`src/rtl/addsub_issue_stage.sv`:
```
// Issue stage in front of a combinational add/sub unit: a small request FIFO
// feeds the add_sub operands, and the returned sum is captured with flags and a
// sequence tag into a single valid/ready output slot.
module addsub_issue_stage #(
  parameter int WIDTH = 4,
  parameter int DEPTH = 4,
  parameter int TAG_W = 4
) (
  input  logic             clk,
  input  logic             rst,
  input  logic             in_valid,
  output logic             in_ready,
  input  logic             in_m,
  input  logic [WIDTH-1:0] in_a,
  input  logic [WIDTH-1:0] in_b,
  output logic             as_m,
  output logic [WIDTH-1:0] as_a,
  output logic [WIDTH-1:0] as_b,
  input  logic [WIDTH-1:0] as_s,
  input  logic             as_cout,
  output logic             out_valid,
  input  logic             out_ready,
  output logic [WIDTH-1:0] out_s,
  output logic             out_cout,
  output logic             out_ovf,
  output logic             out_zero,
  output logic [TAG_W-1:0] out_tag,
  output logic             busy
);

  localparam int PW = $clog2(DEPTH);
  localparam int CW = PW + 1;
  localparam int EW = 1 + 2 * WIDTH;
  localparam logic [CW-1:0] FULL_CNT = CW'(DEPTH);

  logic [EW-1:0]    mem [DEPTH];
  logic [PW-1:0]    wr_ptr;
  logic [PW-1:0]    rd_ptr;
  logic [CW-1:0]    count;
  logic [TAG_W-1:0] tag_cnt;
  logic [EW-1:0]    head;
  logic             empty;
  logic             push;
  logic             issue;
  logic             ovf_next;

  assign empty    = (count == '0);
  // Only registered occupancy gates acceptance; a pop this cycle gives no credit.
  assign in_ready = (count != FULL_CNT);
  assign push     = in_valid & in_ready;
  assign issue    = !empty & (!out_valid | out_ready);
  assign busy     = !empty | out_valid;
  assign head     = mem[rd_ptr];

  // Present the FIFO head to add_sub; operands are forced to zero when empty.
  always_comb begin
    as_m = 1'b0;
    as_a = '0;
    as_b = '0;
    if (!empty) begin
      as_m = head[EW-1];
      as_a = head[2*WIDTH-1:WIDTH];
      as_b = head[WIDTH-1:0];
    end
  end

  // Signed overflow: for subtract the effective b operand has its sign flipped.
  always_comb begin
    ovf_next = 1'b0;
    if (as_m)
      ovf_next = (as_a[WIDTH-1] != as_b[WIDTH-1]) & (as_s[WIDTH-1] != as_a[WIDTH-1]);
    else
      ovf_next = (as_a[WIDTH-1] == as_b[WIDTH-1]) & (as_s[WIDTH-1] != as_a[WIDTH-1]);
  end

  // Request storage; contents are don't-care until written, so no reset.
  always_ff @(posedge clk) begin
    if (push)
      mem[wr_ptr] <= {in_m, in_a, in_b};
  end

  // FIFO pointers and occupancy.
  always_ff @(posedge clk or posedge rst) begin
    if (rst) begin
      wr_ptr <= '0;
      rd_ptr <= '0;
      count  <= '0;
    end else begin
      if (push)
        wr_ptr <= wr_ptr + PW'(1);
      if (issue)
        rd_ptr <= rd_ptr + PW'(1);
      case ({push, issue})
        2'b10:   count <= count + CW'(1);
        2'b01:   count <= count - CW'(1);
        default: count <= count;
      endcase
    end
  end

  // Output slot: capture add_sub result on issue, clear valid on a bare consume.
  always_ff @(posedge clk or posedge rst) begin
    if (rst) begin
      out_valid <= 1'b0;
      out_s     <= '0;
      out_cout  <= 1'b0;
      out_ovf   <= 1'b0;
      out_zero  <= 1'b0;
      out_tag   <= '0;
      tag_cnt   <= '0;
    end else if (issue) begin
      out_valid <= 1'b1;
      out_s     <= as_s;
      out_cout  <= as_cout;
      out_ovf   <= ovf_next;
      out_zero  <= (as_s == '0);
      out_tag   <= tag_cnt;
      tag_cnt   <= tag_cnt + TAG_W'(1);
    end else if (out_valid && out_ready) begin
      out_valid <= 1'b0;
    end
  end

endmodule

```
`config.mk`:
```
export PLATFORM = sky130hd
export DESIGN_NAME = addsub_issue_stage
export DESIGN_NICKNAME = d
export VERILOG_FILES = /design/src/rtl/addsub_issue_stage.sv
export SDC_FILE = /design/constraint.sdc
export NUM_CORES = 1
export LEC_CHECK = 0
export ABC_AREA = 1
export CORE_ASPECT_RATIO = 0.8
export CORE_MARGIN = 2
export CORE_UTILIZATION = 60
export DETAILED_ROUTE_END_ITERATION = 10
export DONT_BUFFER_PORTS = 1
export PLACE_DENSITY = 0.74
export REMOVE_ABC_BUFFERS = 1
export SYNTH_ARGS = -nofsm -noshare
export SYNTH_HDL_FRONTEND = slang
export SYNTH_SLANG_ARGS = --single-unit
```
`constraint.sdc`:
```
create_clock -name clk -period 2.2 [get_ports clk]
set_input_delay 0.33 -clock clk [delete_from_list [all_inputs] [get_ports clk]]
set_output_delay 0.33 -clock clk [all_outputs]
set_load 0.005 [all_outputs]
```
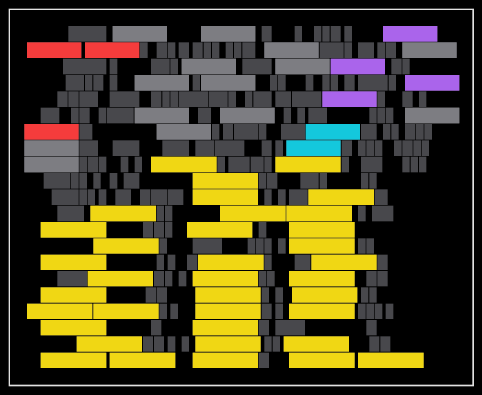
Fig. 1. Where the registers sit.
Scale: 6 px per µm.
cyan -> rd_ptr  # placed flops 2
yellow -> mem  # placed flops 36
purple -> out_s  # placed flops 4, where top right
red -> count  # placed flops 3
not colored = 14
FF+latch area: 0.00166 mm²
post-layout util: 67.9%

==> impl_metrics.env <==
# physical design summary
export IMPL_irDropWorstVdd_mv=0.781
export IMPL_postCtsResizedCells=0
export IMPL_rsz0062_at_grt="false"
export IMPL_worst_pin_slew_ns=0.843
export IMPL_xor_area_share_pct=2.39
export IMPL_grt_pass1_vias=1489
export IMPL_top_register="mem"
export IMPL_first_pass_iters=4
export IMPL_reg2regPathDepth=9
export IMPL_fin_cells=310
export IMPL_simple_gate_area_share_pct=17.2
export IMPL_clock_sinks=59
export IMPL_yosys_cells=236
export IMPL_power_density_mw_per_mm2=1410
export IMPL_drc_errors=0
export IMPL_reg2reg_from="count[0]"
export IMPL_yosys_warnings=0
export IMPL_largest_reg_flops=36
export IMPL_lay_top_cells="nor2_1 (40), nand2_1 (38), edfxtp_1 (36)"
export IMPL_cpMaxStageDelayCell="dfrtp_1"
export IMPL_edf_count=36
export IMPL_use_met2_pct=30.4
export IMPL_criticalPathCategory="reg2reg"
export IMPL_num_io_pins=41
export IMPL_max_freq_mhz=500
export IMPL_internal_power_uw=2420
export IMPL_drv_slew=0
export IMPL_die_x_um=77.1
export IMPL_clock_power_uw=839
export IMPL_ys_types=25
export IMPL_rows=21
export IMPL_yosysMostFrequentCell="nor2_1"
export IMPL_drt_met1_wl_mm=1.90
export IMPL_synthFlopType="edfxtp_1"
export IMPL_p_sw_uw=1540
export IMPL_overflow=0
export IMPL_cts_buffer_depth=2
export IMPL_synth_top_area_share_pct=42.2
export IMPL_synthCells=236
export IMPL_met2_wirelength_mm=1.97
export IMPL_powerSeq_uw=1710
export IMPL_ys_flops=59
export IMPL_top_usage_layer="met2"
export IMPL_leakage_uw=0.00121
export IMPL_fillCellCount=315
export IMPL_post_cts_buffers=0
export IMPL_ys_sh_adder_pct=3.71
export IMPL_hold_buffers=0
export IMPL_slew_headroom_pct=43.8
export IMPL_start_kind="register"
export IMPL_met1_usage_pct=24.8
export IMPL_cts_tree="built"
export IMPL_arrival_ns=2.21
export IMPL_worstPathRequired_ns=2.41
export IMPL_tns_ns=0
export IMPL_die_h_um=62.5
export IMPL_antennaDiodeCount=0
export IMPL_cp_cell_sequence="inv_1, nand3_1, nand2_2, ha_1, inv_1, fa_1, a21oi_1, o21ai_0, xor2_1"
export IMPL_gp_congestion=0.715
export IMPL_wl_per_cell_um=13.5
export IMPL_topCombFamilyByArea="simple AND/OR/NAND/NOR gates"
export IMPL_yosys_area_mm2=0.00256
export IMPL_power_frac_comb_pct=35.7
export IMPL_clock_power_share_pct=21.1
export IMPL_crit_fanout=8
export IMPL_dp_cells=294
export IMPL_grt_max_degree=24
export IMPL_gr_usage_met3_pct=8.67
export IMPL_cts_root_buf="clkbuf_8"
export IMPL_drv_cap=0
export IMPL_period_needed_ns=2.00
export IMPL_grt_antenna_before_repair=0
export IMPL_dp_slack_ns=0.203
export IMPL_final_common_cell="nor2_1"
export IMPL_clkSlewWorstSetupHoldPaths_ns=0.07
export IMPL_synth_async_sr_flop_share_pct=39.0
export IMPL_r2r_end="count[2]"
export IMPL_insertion_delay_ns=0.33
export IMPL_synth_area_mm2=0.00256
export IMPL_nNetsFinal=273
export IMPL_finalCritPeriodShare_pct=90.9
export IMPL_die_area_mm2=0.00481
export IMPL_top_cells_by_count="nor2_1 (40), nand2_1 (38), edfxtp_1 (36)"
export IMPL_cp_end_kind="register"
export IMPL_setup_slack_ns=0.199
export IMPL_whs_ns=0.0517
export IMPL_port_buffers=0
export IMPL_yosysSeqAreaShare_pct=64.6
export IMPL_syn_avg_cell_area_um2=10.9
export IMPL_crit_family="adder cells"
export IMPL_critPathMaxStageDelay_ns=0.39
export IMPL_aoi_share_pct=6.05
export IMPL_power_top_group="registers"
export IMPL_switching_share_pct=38.9
export IMPL_syn2layout_area_growth_pct=9.91
export IMPL_fp_util_pct=61.8
export IMPL_ant_nets=0
export IMPL_warnings=28
export IMPL_finalClockSkew_ns=0.00711
export IMPL_seqPwrFrac_pct=43.1
export IMPL_wl_met3_um=256
export IMPL_r2r_setup_slack_ns=0.20
export IMPL_drt_iter0_markers=102
export IMPL_finalSetupViolCount=0
export IMPL_post_dp_cell_area_mm2=0.00264
export IMPL_path_buffers=2
export IMPL_route_top_layer_used="met4"
export IMPL_holdCritPathClass="in2async"
export IMPL_mux_share_pct=0
export IMPL_design_core_area_mm2=0.00415
export IMPL_grt_pass1_wl_mm=7.02
export IMPL_dp_hpwl_mm=2.83
export IMPL_cts_buffers=9
export IMPL_hold_viol=0
export IMPL_area_leaders="edfxtp_1 (42%), dfrtp_1 (22%), nor2_1 (5.9%)"
export IMPL_top_area_cell="edfxtp_1"
export IMPL_total_power_uw=3970
export IMPL_outcome="complete, no violations"
export IMPL_vias_per_cell=4.93
export IMPL_cp_common_cell="inv_1"
export IMPL_h_tree_depth=3
export IMPL_fin_area_mm2=0.00282
export IMPL_comb_power_uw=1420
export IMPL_drive_gt1_share_pct=15.0
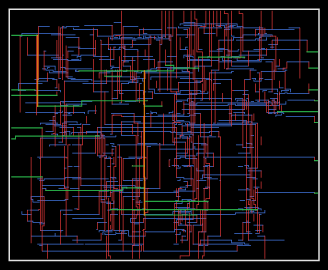
Fig. 2. Signal wires by layer.
Scale: 4 px per µm.
orange -> metal 4  # wire length 53.7 µm
green -> metal 3  # wire length 256 µm
red -> metal 2  # wire length 1970 µm
blue -> metal 1  # wire length 1900 µm
drt total wl: 4.18 mm
total number of vias: 1527
total track usage: 19.5%

==> cell type report <==
type	instances	area, µm²	share of cell area, %
Tap cell	57	71.3	2.53
Clock buffer	9	124	4.40
Multi-Input combinational cell	142	752	26.7
Timing Repair Buffer	7	52.6	1.87
Inverter	29	109	3.86
Clock inverter	7	52.6	1.87
Sequential cell	59	1660	58.8
==> how the worst max path moves through the flow <==
stage | depth (start not counted) | slack, ns | from | end
2_1_floorplan | 10 | 0.33 | count[0] | count[2]
3_3_place_gp | 9 | 0.23 | count[0] | count[2]
3_5_place_dp | 9 | 0.20 | count[0] | count[2]
4_1_cts | 9 | 0.18 | count[0] | count[2]
5_1_grt | 9 | 0.04 | count[0] | count[2]
6_report | 9 | 0.20 | count[0] | count[2]
